### src/rtl/pauli_frame_tracker_pkg.sv
// ----------------------------------------------------------------------------
// pauli_frame_tracker_pkg
// Shared constants and types for the Pauli frame tracker and the 5-qubit
// correction LUT that feeds it.
//   N_QUBITS            : number of data qubits in the code block
//   AXIS_X/Y/Z/IDLE     : axis tags carried alongside each correction
//   frame_t             : one X bit and one Z bit per data qubit
//   axis_touches_x/z    : which frame halves a given axis tag flips
// ----------------------------------------------------------------------------
package pauli_frame_tracker_pkg;

  localparam int N_QUBITS = 5;

  localparam logic [1:0] AXIS_X    = 2'd0;
  localparam logic [1:0] AXIS_Y    = 2'd1;
  localparam logic [1:0] AXIS_Z    = 2'd2;
  localparam logic [1:0] AXIS_IDLE = 2'd3;

  typedef struct packed {
    logic [N_QUBITS-1:0] x;
    logic [N_QUBITS-1:0] z;
  } frame_t;

  // A Y correction is X and Z applied together, so it flips both halves.
  function automatic logic axis_touches_x(input logic [1:0] axis);
    return (axis == AXIS_X) || (axis == AXIS_Y);
  endfunction

  function automatic logic axis_touches_z(input logic [1:0] axis);
    return (axis == AXIS_Z) || (axis == AXIS_Y);
  endfunction

endpackage

### src/rtl/pauli_frame_tracker_frame_snapshot_reg.sv
// ----------------------------------------------------------------------------
// frame_snapshot_reg
// Single-entry valid/ready holding register for frame snapshots. A load that
// arrives while a snapshot is pending and not being accepted this cycle is
// dropped, and the sticky overrun flag is raised. A load that coincides with
// a completing transfer replaces the outgoing entry and keeps out_valid high.
// Ports:
//   CLK, RST   : clock, synchronous active-high reset
//   load_i     : snapshot event this cycle
//   frame_i    : frame to capture
//   cnt_i      : error count to capture
//   out_ready  : host accepts the held snapshot
//   out_valid  : snapshot held
//   frame_o    : held frame
//   cnt_o      : held error count
//   overrun    : sticky, a snapshot was dropped
// ----------------------------------------------------------------------------
module frame_snapshot_reg
  import pauli_frame_tracker_pkg::*;
#(
  parameter int CNT_W = 8
) (
  input  logic             CLK,
  input  logic             RST,
  input  logic             load_i,
  input  frame_t           frame_i,
  input  logic [CNT_W-1:0] cnt_i,
  input  logic             out_ready,
  output logic             out_valid,
  output frame_t           frame_o,
  output logic [CNT_W-1:0] cnt_o,
  output logic             overrun
);

  logic             valid_q,   valid_d;
  frame_t           frame_q,   frame_d;
  logic [CNT_W-1:0] cnt_q,     cnt_d;
  logic             overrun_q, overrun_d;

  logic blocked;

  always_comb begin
    // Pending and not drained this cycle: nowhere to put a new snapshot.
    blocked   = valid_q && !out_ready;
    valid_d   = valid_q;
    frame_d   = frame_q;
    cnt_d     = cnt_q;
    overrun_d = overrun_q;

    if (load_i && !blocked) begin
      valid_d = 1'b1;
      frame_d = frame_i;
      cnt_d   = cnt_i;
    end else if (valid_q && out_ready) begin
      valid_d = 1'b0;
    end

    if (load_i && blocked) begin
      overrun_d = 1'b1;
    end
  end

  always_ff @(posedge CLK) begin
    if (RST) begin
      valid_q   <= 1'b0;
      frame_q   <= '0;
      cnt_q     <= '0;
      overrun_q <= 1'b0;
    end else begin
      valid_q   <= valid_d;
      frame_q   <= frame_d;
      cnt_q     <= cnt_d;
      overrun_q <= overrun_d;
    end
  end

  assign out_valid = valid_q;
  assign frame_o   = frame_q;
  assign cnt_o     = cnt_q;
  assign overrun   = overrun_q;

endmodule

### src/rtl/pauli_frame_tracker.sv
// ----------------------------------------------------------------------------
// pauli_frame_tracker
// Folds LUT corrections into a live Pauli frame (X and Z bit per qubit),
// counts completed decode rounds (a round ends on a Z-axis beat) and every
// ROUNDS rounds hands a frame snapshot plus window error count to the host
// over valid/ready. Also checks the X,Y,Z,idle axis rotation of the input.
// Ports:
//   CLK, RST              : clock, synchronous active-high reset
//   in_valid              : correction/axis valid this cycle
//   correction[4:0]       : one-hot or zero mask, bit 4 = qubit 0
//   axis[1:0]             : 0=X 1=Y 2=Z 3=idle
//   frame_clr             : clear live frame, round, error count, expected axis
//   out_valid/out_ready   : snapshot handshake
//   x_frame, z_frame      : snapshot frame
//   err_count             : nonzero corrections in the window, saturating
//   overrun               : sticky, snapshot dropped while one was pending
//   seq_err               : sticky, axis tag broke the rotation
// ----------------------------------------------------------------------------
module pauli_frame_tracker
  import pauli_frame_tracker_pkg::*;
#(
  parameter int ROUNDS = 4,
  parameter int CNT_W  = 8
) (
  input  logic                CLK,
  input  logic                RST,
  input  logic                in_valid,
  input  logic [N_QUBITS-1:0] correction,
  input  logic [1:0]          axis,
  input  logic                frame_clr,
  output logic                out_valid,
  input  logic                out_ready,
  output logic [N_QUBITS-1:0] x_frame,
  output logic [N_QUBITS-1:0] z_frame,
  output logic [CNT_W-1:0]    err_count,
  output logic                overrun,
  output logic                seq_err
);

  localparam int RND_W = 8;

  function automatic logic [CNT_W-1:0] sat_inc(input logic [CNT_W-1:0] v);
    return (&v) ? v : v + CNT_W'(1);
  endfunction

  logic [N_QUBITS-1:0] lx_q,       lx_d;
  logic [N_QUBITS-1:0] lz_q,       lz_d;
  logic [RND_W-1:0]    rnd_q,      rnd_d;
  logic [CNT_W-1:0]    ecnt_q,     ecnt_d;
  logic [1:0]          exp_axis_q, exp_axis_d;
  logic                seq_err_q,  seq_err_d;

  logic                beat;
  logic                snap;
  logic [N_QUBITS-1:0] lx_upd;
  logic [N_QUBITS-1:0] lz_upd;
  logic [CNT_W-1:0]    ecnt_upd;
  frame_t              snap_frame;

  always_comb begin
    // frame_clr wins over a same-cycle beat; the beat is simply lost.
    beat   = in_valid && !frame_clr;
    lx_upd = lx_q;
    lz_upd = lz_q;
    if (beat && axis_touches_x(axis)) lx_upd = lx_q ^ correction;
    if (beat && axis_touches_z(axis)) lz_upd = lz_q ^ correction;

    ecnt_upd = ecnt_q;
    if (beat && (correction != '0) && (axis != AXIS_IDLE)) begin
      ecnt_upd = sat_inc(ecnt_q);
    end

    snap = beat && (axis == AXIS_Z) && (rnd_q == RND_W'(ROUNDS - 1));

    // Snapshot carries this beat's contribution, so it takes the updated values.
    snap_frame.x = lx_upd;
    snap_frame.z = lz_upd;

    lx_d       = lx_upd;
    lz_d       = lz_upd;
    ecnt_d     = snap ? '0 : ecnt_upd;
    rnd_d      = rnd_q;
    exp_axis_d = exp_axis_q;
    seq_err_d  = seq_err_q;

    if (beat) begin
      if (axis != exp_axis_q) seq_err_d = 1'b1;
      // Always follow the incoming tag so a single slip reports once.
      exp_axis_d = axis + 2'd1;
      if (axis == AXIS_Z) begin
        rnd_d = snap ? '0 : rnd_q + RND_W'(1);
      end
    end

    if (frame_clr) begin
      lx_d       = '0;
      lz_d       = '0;
      rnd_d      = '0;
      ecnt_d     = '0;
      exp_axis_d = AXIS_X;
    end
  end

  always_ff @(posedge CLK) begin
    if (RST) begin
      lx_q       <= '0;
      lz_q       <= '0;
      rnd_q      <= '0;
      ecnt_q     <= '0;
      exp_axis_q <= AXIS_X;
      seq_err_q  <= 1'b0;
    end else begin
      lx_q       <= lx_d;
      lz_q       <= lz_d;
      rnd_q      <= rnd_d;
      ecnt_q     <= ecnt_d;
      exp_axis_q <= exp_axis_d;
      seq_err_q  <= seq_err_d;
    end
  end

  frame_t snap_out;

  frame_snapshot_reg #(
    .CNT_W (CNT_W)
  ) u_snapshot (
    .CLK       (CLK),
    .RST       (RST),
    .load_i    (snap),
    .frame_i   (snap_frame),
    .cnt_i     (ecnt_upd),
    .out_ready (out_ready),
    .out_valid (out_valid),
    .frame_o   (snap_out),
    .cnt_o     (err_count),
    .overrun   (overrun)
  );

  assign x_frame = snap_out.x;
  assign z_frame = snap_out.z;
  assign seq_err = seq_err_q;

endmodule
### config.mk
export PLATFORM = sky130hd
export DESIGN_NAME = pauli_frame_tracker
export DESIGN_NICKNAME = d
export VERILOG_FILES = /design/src/rtl/pauli_frame_tracker_pkg.sv /design/src/rtl/pauli_frame_tracker_frame_snapshot_reg.sv /design/src/rtl/pauli_frame_tracker.sv
export SDC_FILE = /design/constraint.sdc
export NUM_CORES = 1
export LEC_CHECK = 0
export ABC_AREA = 1
export CORE_AREA = 4 4 73 75
export CTS_CLUSTER_SIZE = 28
export DETAILED_ROUTE_END_ITERATION = 12
export DIE_AREA = 0 0 77 79
export GPL_ROUTABILITY_DRIVEN = 1
export MAX_ROUTING_LAYER = met4
export PLACE_DENSITY = 0.78
export SLEW_MARGIN = 20
export SYNTH_ARGS = -nofsm -noshare
export SYNTH_HDL_FRONTEND = slang
export SYNTH_HIERARCHICAL = 1
export SYNTH_SLANG_ARGS = --single-unit
### constraint.sdc
create_clock -name CLK -period 1.9 [get_ports CLK]
set_input_delay 0.475 -clock CLK [delete_from_list [all_inputs] [get_ports CLK]]
set_output_delay 0.475 -clock CLK [all_outputs]
set_load 0.1 [all_outputs]
Clock nets:
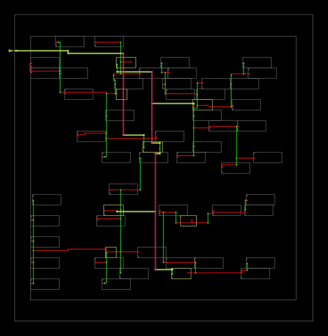
FF+latch count: 49
insertion delay to the later sink of the worst-skew pair: 0.31 ns
setup clock skew after layout: 0.00622 ns

Nets reached from selected ports:
The bar under the picture is 20 um long.
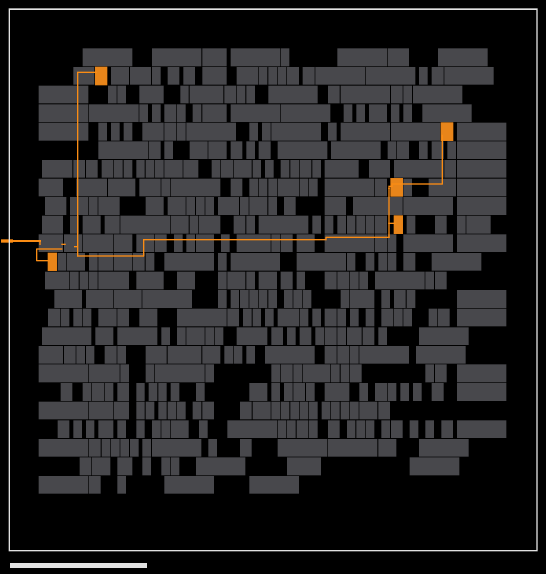
- orange: `RST` (direction input; edge left; end cells 5; buffers 2; wire 114 um)
count of input and output buffers: 32
boundary pin count: 33

Metal layers overlaid:
Only two layers are drawn.
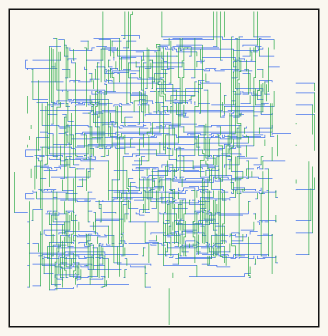
- green: M2 (wire length 2810 um)
- blue: M1 (wire length 2410 um)
total length of routed wires: 5500 um
total global-route track usage: 19.9%
wire length per cell: 11.4 um
DR vias: 2358

==> run summary <==
Implementation results are summarized by area below.

Global route
The fraction of met2 tracks used by global routing is 35.9%. After global routing the overflow that remains totals 0. The met3 usage in global routing is 3.51%. The global routing stage identified its most utilized layer as met2. Entering global routing, the biggest net connects 40 pins.

Pwr
The part of the total power dissipated in sequential elements is 55.6%. The clock network accounts for 34.2% of the total power. Per the OpenROAD power report, switching power amounts to 0.000482 W.

Power comes to 0.00187 W. For the combinational group, total power comes out at 0.000191 W. Per report_power, the combinational group accounts for 10.2% of the total. The leakage component of the power is 1.54 nW. The power drawn by the sequential cells is 0.00104 W.

Worst setup path
In this design, the largest share of critical-path delay is due to buffers and inverters. The number of buffers and inverters on the critical path is 4. The worst endpoint required time is 2.11 ns. In this run the number of cells on the critical path is 11. The worst setup path is launched from a primary input. In this run the worst path has a maximum fanout of 39. Per the timing report, the most critical flop-to-flop path originates at ecnt_q[0].

The worst setup path is captured at a flip-flop. Per STA, the startpoint of the critical path is in_valid. The critical path in this run is classified as primary input to flip-flop. The path depth of the worst reg2reg path is 13. The endpoint identified for the worst register-to-register timing path is u_snapshot/cnt_o[0].

Final layout
The clock tree cell share of total cell area is 2.81%. The combined area of the multi-input logic cells is 1200 um2. The repair_antennas step left the layout with diodes totalling 0. In the final design database the tool counted 445 nets. Sequential cells make up 29.0% of the cell area. The fill cell instance count of the final layout is 359. The library cell used most frequently in the layout, excluding fill and tap cells, is sky130_fd_sc_hd__nand2_1. Across the whole layout, storage elements account for 981 um2. The share of the core filled with cells in the final layout is 72.7%. The register with the most flip-flops in the layout has 10 of them.

The area growth from synthesis to layout is 34.4%. Cells with a size suffix above 1 make up 17.5% of the layout. Leaving out fill and tap cells, the most frequent cells in the layout are sky130_fd_sc_hd__nand2_1 (71), sky130_fd_sc_hd__inv_1 (70), sky130_fd_sc_hd__nor2_1 (52), sky130_fd_sc_hd__dfxtp_1 (49), sky130_fd_sc_hd__nand3_1 (36). By area, the class that comes first in the final layout consists of multi-input combinational cells.

Routing
The total met2 wirelength after detailed routing is 2810 um. The average vias per placed instance is 4.89. The routed metal-1 wire length is 2410 um. Per the detail_route report, DRC violations left total 0.

Yosys
After synthesis the netlist holds a flip-flop and latch count of 49. The cell type with the largest total area is sky130_fd_sc_hd__dfxtp_1. The cell-mix breakdown from Yosys lists the adder-cell area share as 2.98%. The simple-gate portion of the synthesized area is 31.0%.

Of all flip-flops after synthesis, the portion carrying an async set or reset was 0%. The main combinational cell family by area after synthesis is simple AND/OR/NAND/NOR gates. The count of unique library cells instantiated by Yosys is 26. The main area contributors are sky130_fd_sc_hd__dfxtp_1 (39%), sky130_fd_sc_hd__nand2_1 (11%), sky130_fd_sc_hd__inv_1 (10%). The compound-gate portion of the synthesized area is 8.39%. The multiplexer fraction of the synthesized cell area is 0%.

The commonest cells after synthesis are sky130_fd_sc_hd__nand2_1 (71), sky130_fd_sc_hd__inv_1 (70), sky130_fd_sc_hd__nor2_1 (53), sky130_fd_sc_hd__dfxtp_1 (49), sky130_fd_sc_hd__nand3_1 (37). The average cell area after synthesis is 6.87 um2. Summing the sequential cell areas from Yosys gives 38.9% of the chip area. The warning count from the yosys run is 6.

Clock network
Counting every sink on the clock net gives 49. The post-cts sizing count is 2. The clock-pin transition on the worst setup and hold timing paths is 0.09 ns.

The total clock buffers created by CTS is 5. The number of hold buffers added after CTS was 0.

Final timing
The least setup slack across all paths after layout is 0.138 ns. The shortest clock period the worst path allows after layout is 1.76 ns. Counting endpoints that fail hold in the final report gives 0.

Place
According to the dpl log, the detail-placed design has an HPWL of 4030 um. The placed instances occupy a cell area of 3270 um2.

Die
According to the floorplan report, the placeable core area is 4660 um2. The die covers 6080 um2. The report lists the number of standard-cell rows as 25. The height of the die is 79 um. The horizontal die dimension is 77 um.

Outcome
The flow ran to the end, and the final reports show no timing, DRC or antenna violations.

Job
The tally of max-capacitance violations is 0. The warning total across the stage logs is 29.

Hold path
The worst min-delay path class is flip-flop to flip-flop. The sink of the worst hold path is rnd_q[1]. The number of cells on the worst hold path is 2.
No activity file was given, so power comes from the tool's default toggle rates.
